$ cat src/rtl/bus_timer_slave.sv
// ============================================================================
//  Module      : bus_timer_slave
//  Description : Bus-slave timer/compare peripheral with wait-state responder,
//                prescaled 32-bit counter, compare match flag and level irq.
//  Revision    : 1.0 - initial release
// ============================================================================
`default_nettype none

module bus_timer_slave #(
    parameter int WAIT_STATES = 0,
    parameter int PRESCALE    = 1
) (
    input  logic        clk,
    input  logic        rstn,
    input  logic [31:0] addr,
    input  logic [31:0] wdata,
    input  logic        req,
    input  logic        we,
    input  logic [3:0]  be,
    output logic [31:0] rdata,
    output logic        ack,
    output logic        irq
);

    localparam int             PW          = (PRESCALE > 1) ? $clog2(PRESCALE) : 1;
    localparam logic [PW-1:0]  C_PRESC_MAX = PW'(PRESCALE - 1);
    localparam logic [3:0]     C_WAIT      = 4'(WAIT_STATES);

    typedef enum logic [1:0] {
        S_IDLE = 2'd0,
        S_WAIT = 2'd1,
        S_ACK  = 2'd2
    } state_e;

    state_e         state_q, state_d;
    logic [3:0]     wcnt_q, wcnt_d;
    logic [1:0]     sel_q;
    logic           we_q;
    logic [3:0]     be_q;
    logic [31:0]    wdata_q;

    logic [2:0]     ctrl_q, ctrl_d;
    logic [31:0]    count_q, count_d;
    logic [31:0]    cmp_q, cmp_d;
    logic [31:0]    rdata_q, rdata_d;
    logic           match_q, match_d;
    logic [PW-1:0]  presc_q, presc_d;

    logic           w_commit;
    logic [1:0]     w_sel;
    logic           w_we;
    logic [3:0]     w_be;
    logic [31:0]    w_wdata;
    logic [31:0]    w_mask;
    logic [31:0]    w_rmux;
    logic           w_tick;
    logic           w_hit;
    logic           w_unused_addr;

    assign w_unused_addr = ^{addr[31:4], addr[1:0]};

    // With zero wait states the commit edge is the capture edge, so the live bus is used.
    assign w_sel   = (state_q == S_IDLE) ? addr[3:2] : sel_q;
    assign w_we    = (state_q == S_IDLE) ? we        : we_q;
    assign w_be    = (state_q == S_IDLE) ? be        : be_q;
    assign w_wdata = (state_q == S_IDLE) ? wdata     : wdata_q;
    assign w_mask  = {{8{w_be[3]}}, {8{w_be[2]}}, {8{w_be[1]}}, {8{w_be[0]}}};

    always_comb begin
        state_d  = state_q;
        wcnt_d   = wcnt_q;
        w_commit = 1'b0;
        case (state_q)
            S_IDLE: begin
                if (req) begin
                    wcnt_d = C_WAIT;
                    if (C_WAIT == 4'd0) begin
                        state_d  = S_ACK;
                        w_commit = 1'b1;
                    end else begin
                        state_d = S_WAIT;
                    end
                end
            end
            S_WAIT: begin
                if (wcnt_q <= 4'd1) begin
                    state_d  = S_ACK;
                    w_commit = 1'b1;
                end else begin
                    wcnt_d = wcnt_q - 4'd1;
                end
            end
            S_ACK:   state_d = S_IDLE;
            default: state_d = S_IDLE;
        endcase
    end

    always_comb begin
        case (w_sel)
            2'd0:    w_rmux = {29'd0, ctrl_q};
            2'd1:    w_rmux = count_q;
            2'd2:    w_rmux = cmp_q;
            default: w_rmux = {31'd0, match_q};
        endcase
    end

    assign w_tick = ctrl_q[0] && (presc_q == C_PRESC_MAX);
    assign w_hit  = w_tick && (count_q == cmp_q);

    always_comb begin
        ctrl_d  = ctrl_q;
        cmp_d   = cmp_q;
        rdata_d = rdata_q;
        match_d = match_q | w_hit;
        presc_d = (ctrl_q[0] && !w_tick) ? presc_q + PW'(1) : '0;
        count_d = count_q;
        if (w_tick) begin
            count_d = (w_hit && ctrl_q[1]) ? 32'd0 : count_q + 32'd1;
        end
        if (w_commit && !w_we) begin
            rdata_d = w_rmux;
        end
        // Bus writes are applied last so a COUNT write overrides the tick update.
        if (w_commit && w_we) begin
            case (w_sel)
                2'd0: ctrl_d = (ctrl_q & ~w_mask[2:0]) | (w_wdata[2:0] & w_mask[2:0]);
                2'd1: begin
                    count_d = (count_q & ~w_mask) | (w_wdata & w_mask);
                    presc_d = '0;
                end
                2'd2: cmp_d = (cmp_q & ~w_mask) | (w_wdata & w_mask);
                default: begin
                    if (w_be[0] && w_wdata[0]) begin
                        match_d = w_hit;
                    end
                end
            endcase
        end
    end

    always_ff @(posedge clk or negedge rstn) begin
        if (!rstn) begin
            state_q <= S_IDLE;
            wcnt_q  <= 4'd0;
            sel_q   <= 2'd0;
            we_q    <= 1'b0;
            be_q    <= 4'd0;
            wdata_q <= 32'd0;
            ctrl_q  <= 3'd0;
            count_q <= 32'd0;
            cmp_q   <= 32'd0;
            rdata_q <= 32'd0;
            match_q <= 1'b0;
            presc_q <= '0;
        end else begin
            state_q <= state_d;
            wcnt_q  <= wcnt_d;
            if (state_q == S_IDLE && req) begin
                sel_q   <= addr[3:2];
                we_q    <= we;
                be_q    <= be;
                wdata_q <= wdata;
            end
            ctrl_q  <= ctrl_d;
            count_q <= count_d;
            cmp_q   <= cmp_d;
            rdata_q <= rdata_d;
            match_q <= match_d;
            presc_q <= presc_d;
        end
    end

    assign rdata = rdata_q;
    assign ack   = (state_q == S_ACK);
    assign irq   = match_q & ctrl_q[2];

endmodule

`default_nettype wire

$ cat config.mk
export PLATFORM = sky130hd
export DESIGN_NAME = bus_timer_slave
export DESIGN_NICKNAME = d
export VERILOG_FILES = /design/src/rtl/bus_timer_slave.sv
export SDC_FILE = /design/constraint.sdc
export NUM_CORES = 1
export LEC_CHECK = 0
export CAP_MARGIN = 25
export CORE_MARGIN = 2
export CORE_UTILIZATION = 45
export CTS_BUF_LIST = sky130_fd_sc_hd__clkbuf_4
export DETAILED_ROUTE_END_ITERATION = 16
export GPL_TIMING_DRIVEN = 0
export PLACE_DENSITY = 0.73
export SLEW_MARGIN = 20
export SYNTH_ARGS = -nofsm -noshare
export SYNTH_HDL_FRONTEND = slang
export SYNTH_SLANG_ARGS = --single-unit
$ cat constraint.sdc
create_clock -name clk -period 2.45 [get_ports clk]
set_clock_uncertainty 0.1 [all_clocks]
set_input_delay 0.49 -clock clk [delete_from_list [all_inputs] [get_ports clk]]
set_output_delay 0.49 -clock clk [all_outputs]
set_load 0.05 [all_outputs]
### Sequential cells grouped by signal name, run 1

Other sequential cells in the stronger grey, the rest of the logic in the fainter grey.
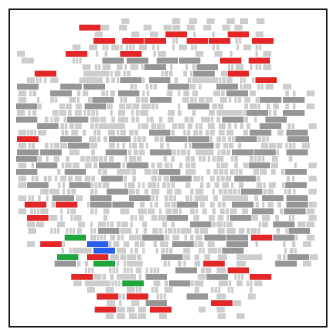
red -> `wdata_q`  # sequential cells 32, where all over the die
green -> `be_q`  # sequential cells 4, where bottom left
blue -> `sel_q`  # sequential cells 2
not coloured = 102
Storage cell area: 3503 um2
Layout Utilization: 55.80%
register fraction of the total cell area: 39.67%

### Clock nets, run 1

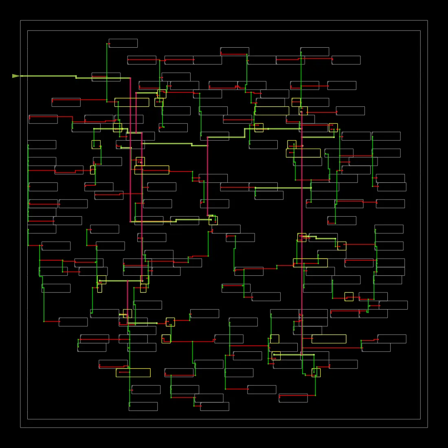
Flops: 140
Clock Sinks: 140

### Pin placement, run 1

Pins as bars across the die edge, other pins in grey.
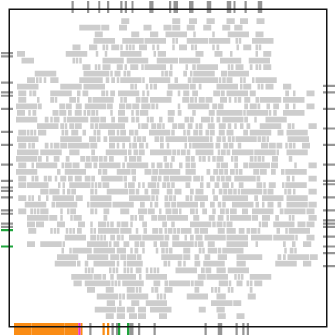
orange -> `addr`  # pins 32, direction input, edge bottom
magenta -> `ack`  # pins 1, direction output, edge bottom
green -> `be`  # pins 4, direction input, edge 2 bottom, 2 left
Port Buffers: 75
die height: 131.1 um
chip width: 131.1 um

==> run notes, run 1 <==
run metrics: status completed, WP data arrival 1.76 ns, clock power share 25.2%, # Taps 216, placed instance area 8325 um2, Clock-cell share 4.392%, chip area 17190 um2, number of global-route vias before repair 6075, # nets final 982, drt drc 0, Post-synth seq share 48.18%, Largest cell class logic gates, Setup WS post-layout 0.09708 ns, Cells after Synth 806, syn_area_per_cell 9.022 um2, leakage power 3.813 nW, detailed placement HPWL 14.08 mm, # rows 46, Routed WL 19.80 mm, postcts setup bufs 3, Synth warnings 0, combinational gate count 599, aoi/oai-family share of the synthesized area 13.51%, R2R Setup Slk 0.1 ns, combinational share of power 33.2%, share of post-route cells with drive strength above 1 12.04%, Cell Pwr Density 897.4 nW/um2, max-slew violations 0, Synth flops 140, Post-Place Worst Slack -0.5222 ns, P_sw 0.002909 W, required time worst endpoint 1.86 ns, Top FF cell, synth dfrtp_1, worst slew pin tran 0.6421 ns, Root Buffer clkbuf_4, Flop pwr share 41.6%, crit-path max cell delay 0.81 ns, RSZ-0062 raised after global routing yes, Comb area share 39.74%, Area Growth Syn to Fin 21.46%, Rel. slew slack 56.96%, Non-Filler Instances 1138, First DRT Iteration DRCs 524, yosys stat cell total 806, Clock Pin Slew Worst Setup and Hold Paths 0.13 ns, design internal power 0.005017 W, final hold violations 0, Setup Crit Path Kind reg2out, post-layout period usage 96.04%, XOR-XNOR Cells, Area Fraction 5.902%, Mapped Nets 879, crit-path cells clkdlybuf4s50_1, Tool Warnings 57, worst vdd ir 398.4 uV, design area 8832 um2, H-tree levels 4, count of cell types in the netlist 54, Global Route met1 Usage 31.65%, global-route wire length before repair 32.06 mm, Met3 Wirelength 1.332 mm, number of non-clock inverters 11, max cap viols 0
### Signal wires by layer, run 1

Scale bar: 50 um.
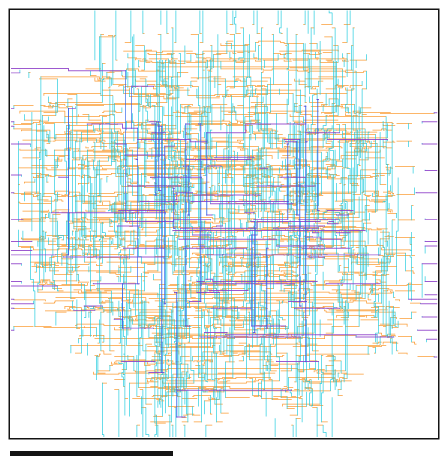

==> inputs of run 2 (changes only) <==
Settings changed: CAP_MARGIN 25 to unset, REMOVE_ABC_BUFFERS set to 1.
### Signal wires by layer, run 2

Scale bar: 50 um.
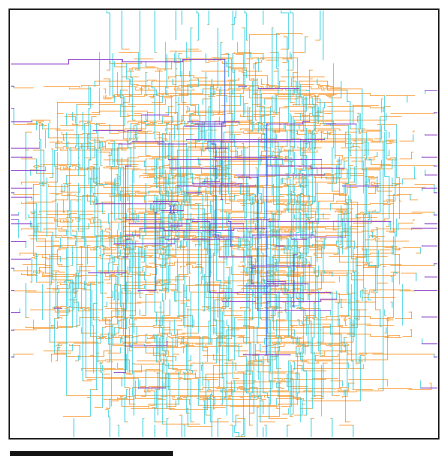
purple -> met3  # wire length 1100 um
blue -> met4  # wire length 329 um
cyan -> met2  # wire length 8790 um
orange -> met1  # wire length 8300 um

==> run 2 against run 1 <==
Compared with the run above:
- fmax increased by 0.46%
- largest cell class unchanged
- via count decreased by 5.0%
- sequential power increased by 4%
- critical path depth unchanged
- largest power group unchanged
- core utilization about the same
- combinational power decreased by 7.6%
- setup slack improved by 0.011 ns
- first-iteration DRC count decreased by 4.8%
==> run notes, run 2 <==
run metrics: status completed, H-tree levels 4 (unchanged), worst vdd ir 418.7 uV (+5.1%), Layout Utilization 55.76% (about the same), Comb area share 40.84% (+1.1 points), number of global-route vias before repair 5785 (-4.8%), Clock Tree Buf Depth 2, P_sw 0.002856 W (-1.8%), bufs w/o clock 99, Top FF cell, synth dfrtp_1, postcts setup bufs 6 (+3), Synth warnings 0 (unchanged), design internal power 0.004759 W (-5.1%), clk pwr 0.00175 W, First DRT Iteration DRCs 499 (-4.8%), Root Buffer clkbuf_4, initial antenna violation count 0, syn_area_per_cell 9.022 um2 (unchanged), count of cell types in the netlist 54 (unchanged), aoi/oai-family share of the synthesized area 13.51% (unchanged), Met3 Wirelength 1.101 mm (-17%), R2R Setup Slk 0.13 ns (+0.03 ns), # rows 46 (unchanged), Clock Pin Slew Worst Setup and Hold Paths 0.12 ns (about the same), XOR-XNOR Cells, Area Fraction 5.902% (unchanged), Adder Share, Synth 0.1721%, Metal-1 WL 8.303 mm, RSZ-0062 raised after global routing no, # nets final 944 (-3.9%), placed instance area 8200 um2 (-1.5%), Setup WS post-layout 0.1080 ns (+0.01087 ns), combinational share of power 31.9% (-1.3 points), Flops 140 (unchanged), Global Route met1 Usage 30.46% (-1.2 points), Non-Filler Instances 1098 (-3.5%), drt drc 0 (unchanged), Largest cell class logic gates, number of non-clock inverters 11 (unchanged), Ports 106, Tool Warnings 56 (-1.8%), required time worst endpoint 1.86 ns (about the same), Post-synth seq share 48.18% (unchanged), design area 8826 um2 (about the same), min Tclk post-route 2.342 ns, WP data arrival 1.75 ns (about the same), Clock-cell share 3.714% (-0.68 points), max-slew violations 0 (unchanged), # Taps 216 (unchanged), Rel. slew slack 33.00% (-24 points), Area Growth Syn to Fin 21.37% (about the same), worst slew pin tran 0.9856 ns (+0.3435 ns), max cap viols 0 (unchanged), dominant cell type by area after synthesis dfrtp_1, Clock Sinks 140 (unchanged), Synth flops 140 (unchanged), Port Buffers 75 (unchanged), Post-Place Worst Slack -1.418 ns (-0.8961 ns), Flop pwr share 45.2% (+3.6 points), detailed placement HPWL 11.78 mm (-16%), leakage power 3.762 nW (-1.3%), final hold violations 0 (unchanged), chip area 17190 um2 (unchanged), crit-path cells clkdlybuf4s50_1, Cells after Synth 806 (unchanged), Setup Crit Path Kind reg2out, Layout clock buffers 17, combinational gate count 602 (+0.50%), global-route wire length before repair 30.22 mm (-5.7%), share of post-route cells with drive strength above 1 11.22% (-0.81 points), Routed WL 18.53 mm (-6.4%), chip width 131.1 um (unchanged), crit-path max cell delay 0.81 ns (about the same), register fraction of the total cell area 39.75% (+0.085 points), yosys stat cell total 806 (unchanged), die height 131.1 um (unchanged), post-layout period usage 95.59% (-0.44 points), TritonCTS clock tree done, FFs w/ async S/R, synth 100.0%, Cell Pwr Density 862.8 nW/um2 (-3.9%), Storage cell area 3508 um2 (+0.14%), clock power share 22.9% (-2.3 points)
==> inputs of run 3 (changes only) <==
Settings changed: CAP_MARGIN set to 25.
### Clock network drawn from the DEF, run 3

Scale bar: 50 um.
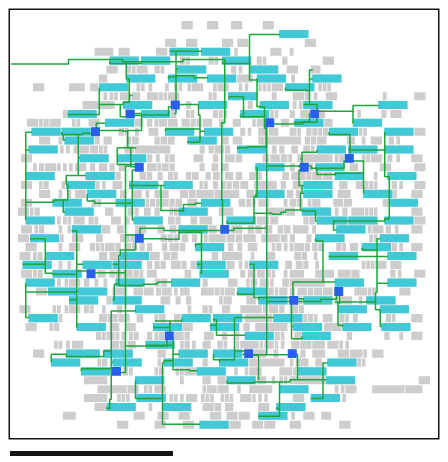
green -> clock wires  # length 1790 um
blue -> cells driving clock nets  # count 17
cyan -> flip-flops  # count 140
flops lie = all over the die
routed clock nets = 18

==> run 3 against run 2 <==
Compared with the run above:
- core utilization is the same
- clock power is essentially flat
- die size is the same
- final cell count is the same
- hold slack is the same
- non-clock buffer count is the same
- cell area is the same
- critical endpoint unchanged
- synthesized cell count is the same
- combinational power is essentially flat
- flip-flop count is the same
==> run notes, run 3 <==
run metrics: TritonCTS clock tree done, Routed WL 18.53 mm (unchanged), crit-path max cell delay 0.81 ns (about the same), Global Route met1 Usage 30.46% (unchanged), Rel. slew slack 33.00% (unchanged), aoi/oai-family share of the synthesized area 13.51% (unchanged), status completed, Synth warnings 0 (unchanged), design area 8826 um2 (unchanged), Setup Crit Path Kind reg2out, placed instance area 8200 um2 (unchanged), share of post-route cells with drive strength above 1 11.22% (unchanged), P_sw 0.002856 W (unchanged), max-slew violations 0 (unchanged), Flops 140 (unchanged), Root Buffer clkbuf_4, detailed placement HPWL 11.78 mm (unchanged), required time worst endpoint 1.86 ns (about the same), yosys stat cell total 806 (unchanged), Post-synth seq share 48.18% (unchanged), Area Growth Syn to Fin 21.37% (unchanged), Cell Pwr Density 862.8 nW/um2 (unchanged), Met3 Wirelength 1.101 mm (unchanged), chip area 17190 um2 (unchanged), dominant cell type by area after synthesis dfrtp_1, postcts setup bufs 6 (unchanged), die height 131.1 um (unchanged), # nets final 944 (unchanged), Cells after Synth 806 (unchanged), FFs w/ async S/R, synth 100.0% (unchanged), Clock Pin Slew Worst Setup and Hold Paths 0.12 ns (about the same), drt drc 0 (unchanged), max cap viols 0 (unchanged), Metal-1 WL 8.303 mm (unchanged), Storage cell area 3508 um2 (unchanged), Non-Filler Instances 1098 (unchanged), Clock Sinks 140 (unchanged), Comb area share 40.84% (unchanged), XOR-XNOR Cells, Area Fraction 5.902% (unchanged), Synth flops 140 (unchanged), worst vdd ir 418.7 uV (unchanged), leakage power 3.762 nW (unchanged), clock power share 22.9% (about the same), chip width 131.1 um (unchanged), initial antenna violation count 0 (unchanged), design internal power 0.004759 W (unchanged), post-layout period usage 95.59% (unchanged), crit-path cells clkdlybuf4s50_1, combinational gate count 602 (unchanged), # rows 46 (unchanged), syn_area_per_cell 9.022 um2 (unchanged), H-tree levels 4 (unchanged), Clock-cell share 3.714% (unchanged), RSZ-0062 raised after global routing no, Port Buffers 75 (unchanged), combinational share of power 31.9% (about the same), number of non-clock inverters 11 (unchanged), bufs w/o clock 99 (unchanged), Tool Warnings 56 (unchanged), worst slew pin tran 0.9856 ns (unchanged), Clock Tree Buf Depth 2 (unchanged), Post-Place Worst Slack -1.418 ns (unchanged), Layout Utilization 55.76% (unchanged)
Power figures rest on the tool's default switching activity, not on a simulated workload.
